<file path="config.mk">
export PLATFORM = sky130hd
export DESIGN_NAME = button_debouncer
export DESIGN_NICKNAME = d
export VERILOG_FILES = /design/src/rtl/button_pkg.sv /design/src/rtl/button_debouncer_sync_2ff.sv /design/src/rtl/button_debouncer.sv
export SDC_FILE = /design/constraint.sdc
export NUM_CORES = 1
export LEC_CHECK = 0
export CELL_PAD_IN_SITES_DETAIL_PLACEMENT = 2
export CELL_PAD_IN_SITES_GLOBAL_PLACEMENT = 2
export CORE_MARGIN = 2
export CORE_UTILIZATION = 34
export CTS_CLUSTER_DIAMETER = 50
export CTS_CLUSTER_SIZE = 20
export DETAILED_ROUTE_END_ITERATION = 8
export PLACE_DENSITY = 0.71
export SLEW_MARGIN = 20
export SYNTH_ARGS = -nofsm -noshare
export SYNTH_HDL_FRONTEND = slang
export SYNTH_SLANG_ARGS = --single-unit
export TNS_END_PERCENT = 100
</file>
<file path="constraint.sdc">
create_clock -name clk -period 2.1 [get_ports clk]
set_clock_uncertainty 0.1 [all_clocks]
set_input_delay 0.42 -clock clk [delete_from_list [all_inputs] [get_ports clk]]
set_output_delay 0.42 -clock clk [all_outputs]
set_load 0.01 [all_outputs]
</file>
<file path="src/rtl/button_pkg.sv">
// Shared types and 125 MHz default timing constants for the pushbutton debouncer.
package button_pkg;

  typedef enum logic [1:0] {
    IDLE,
    ARM_PRESS,
    PRESSED,
    ARM_RELEASE
  } btn_state_e;

  // 10 ms and 1 s at 125 MHz; 27 bits covers the larger of the two.
  localparam int DEF_DEBOUNCE_CYCLES   = 1250000;
  localparam int DEF_LONG_PRESS_CYCLES = 125000000;
  localparam int DEF_CNT_W             = 27;

endpackage

</file>
<file path="src/rtl/button_debouncer_sync_2ff.sv">
// Two-flop synchronizer for asynchronous inputs; both stages reset to 0.
module sync_2ff #(
  parameter int WIDTH = 1
) (
  input  logic             clk,
  input  logic             reset,
  input  logic [WIDTH-1:0] d,
  output logic [WIDTH-1:0] q
);

  logic [WIDTH-1:0] meta;

  always_ff @(posedge clk or posedge reset) begin
    if (reset) begin
      meta <= '0;
      q    <= '0;
    end else begin
      meta <= d;
      q    <= meta;
    end
  end

endmodule

</file>
<file path="src/rtl/button_debouncer.sv">
// Pushbutton debouncer: clean level plus press/release/long-press pulses.
// Long-press logic is built only when BUTTON_DEBOUNCER_LONG_PRESS_EN is defined.
module button_debouncer
  import button_pkg::*;
#(
  parameter int DEBOUNCE_CYCLES   = DEF_DEBOUNCE_CYCLES,
  parameter int LONG_PRESS_CYCLES = DEF_LONG_PRESS_CYCLES,
  parameter int CNT_W             = DEF_CNT_W
) (
  input  logic clk,
  input  logic reset,
  input  logic btn_in,
  output logic btn_level,
  output logic press_pulse,
  output logic release_pulse,
  output logic long_press_pulse
);

  localparam logic [CNT_W-1:0] DB_LAST = CNT_W'(DEBOUNCE_CYCLES - 1);

  logic             sync;
  btn_state_e       state, state_nxt;
  logic [CNT_W-1:0] db_cnt, db_cnt_nxt;
  logic             level_nxt, press_nxt, release_nxt;

  sync_2ff #(.WIDTH(1)) u_sync (
    .clk   (clk),
    .reset (reset),
    .d     (btn_in),
    .q     (sync)
  );

  always_comb begin
    state_nxt   = state;
    db_cnt_nxt  = db_cnt;
    level_nxt   = btn_level;
    press_nxt   = 1'b0;
    release_nxt = 1'b0;
    unique case (state)
      IDLE: begin
        if (sync) begin
          state_nxt  = ARM_PRESS;
          db_cnt_nxt = '0;
        end
      end
      ARM_PRESS: begin
        if (!sync) begin
          state_nxt  = IDLE;
          db_cnt_nxt = '0;
        end else if (db_cnt == DB_LAST) begin
          state_nxt = PRESSED;
          level_nxt = 1'b1;
          press_nxt = 1'b1;
        end else begin
          db_cnt_nxt = db_cnt + CNT_W'(1);
        end
      end
      PRESSED: begin
        if (!sync) begin
          state_nxt  = ARM_RELEASE;
          db_cnt_nxt = '0;
        end
      end
      ARM_RELEASE: begin
        if (sync) begin
          state_nxt = PRESSED;
        end else if (db_cnt == DB_LAST) begin
          state_nxt   = IDLE;
          level_nxt   = 1'b0;
          release_nxt = 1'b1;
        end else begin
          db_cnt_nxt = db_cnt + CNT_W'(1);
        end
      end
      default: state_nxt = IDLE;
    endcase
  end

  always_ff @(posedge clk or posedge reset) begin
    if (reset) begin
      state         <= IDLE;
      db_cnt        <= '0;
      btn_level     <= 1'b0;
      press_pulse   <= 1'b0;
      release_pulse <= 1'b0;
    end else begin
      state         <= state_nxt;
      db_cnt        <= db_cnt_nxt;
      btn_level     <= level_nxt;
      press_pulse   <= press_nxt;
      release_pulse <= release_nxt;
    end
  end

`ifdef BUTTON_DEBOUNCER_LONG_PRESS_EN
  localparam logic [CNT_W-1:0] LP_LAST = CNT_W'(LONG_PRESS_CYCLES - 1);

  logic [CNT_W-1:0] long_cnt, long_cnt_nxt;
  logic             long_nxt;

  // Counter parks one past LP_LAST so the pulse cannot repeat; a release
  // accepted on the same edge wins to keep the pulses exclusive.
  always_comb begin
    long_cnt_nxt = long_cnt;
    long_nxt     = 1'b0;
    if (press_nxt) begin
      long_cnt_nxt = '0;
    end else if (state == PRESSED || state == ARM_RELEASE) begin
      if (long_cnt == LP_LAST) begin
        long_cnt_nxt = long_cnt + CNT_W'(1);
        long_nxt     = !release_nxt;
      end else if (long_cnt < LP_LAST) begin
        long_cnt_nxt = long_cnt + CNT_W'(1);
      end
    end
  end

  always_ff @(posedge clk or posedge reset) begin
    if (reset) begin
      long_cnt         <= '0;
      long_press_pulse <= 1'b0;
    end else begin
      long_cnt         <= long_cnt_nxt;
      long_press_pulse <= long_nxt;
    end
  end
`else
  logic unused_long_cfg;
  assign unused_long_cfg  = ^LONG_PRESS_CYCLES;
  assign long_press_pulse = 1'b0;
`endif

endmodule

</file>
Fig. 1: met3 routing
(4 px per um)
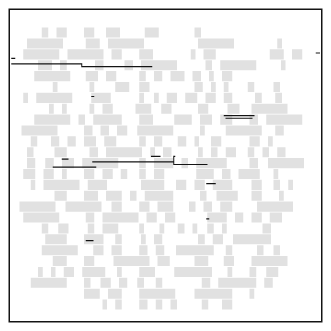
longest straight run = 20.2 um
wire length on this layer = 99.8 um
nets with wire on the layer = 8
Routed WL: 6180 um
M3 GR Usage: 3.49%
vias: 1,753

Fig. 2: clock network drawn from the DEF
(4 px per um)
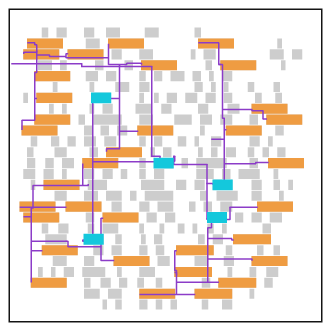
clock drivers -> cyan  # count 5
clock wires -> purple  # length 503 um
flip-flops -> orange  # count 34
routed clock nets = 6
flops lie = spread over the die
Late-Pin Clk Latency: 0.29 ns
P_clk: 518 uW
clock share of power: 39.6%

==> flow_metrics.env <==
# yosys + openroad results
export IMPL_comb_area_um2=1000
export IMPL_setup_viol=6
export IMPL_crit_reg2reg_launch="db_cnt[25]"
export IMPL_maxCapViolations=0
export IMPL_fillerInstances=545
export IMPL_postLayoutCellArea_um2=2350
export IMPL_path_cells="or4_4, or3_4, o21ai_4, buf_4, o21ai_0, a21oi_1"
export IMPL_required_ns=2.22
export IMPL_status="finished, violations left"
export IMPL_dieWidth_um=77.7
export IMPL_grt_antenna_before_repair=0
export IMPL_period_needed_ns=2.12
export IMPL_failed_checks="negative setup slack"
export IMPL_synth_adder_area_share_pct=0.677
export IMPL_synth_yosys_warnings=0
export IMPL_port_buffers=5
export IMPL_drc_errors=0
export IMPL_cts_resized_gates=10
export IMPL_clk_pin_slew_ns=0.07
export IMPL_initCoreUtil_pct=35.7
export IMPL_fin_ws_ns=-0.0248
No activity file was given, so power comes from the tool's default toggle rates.
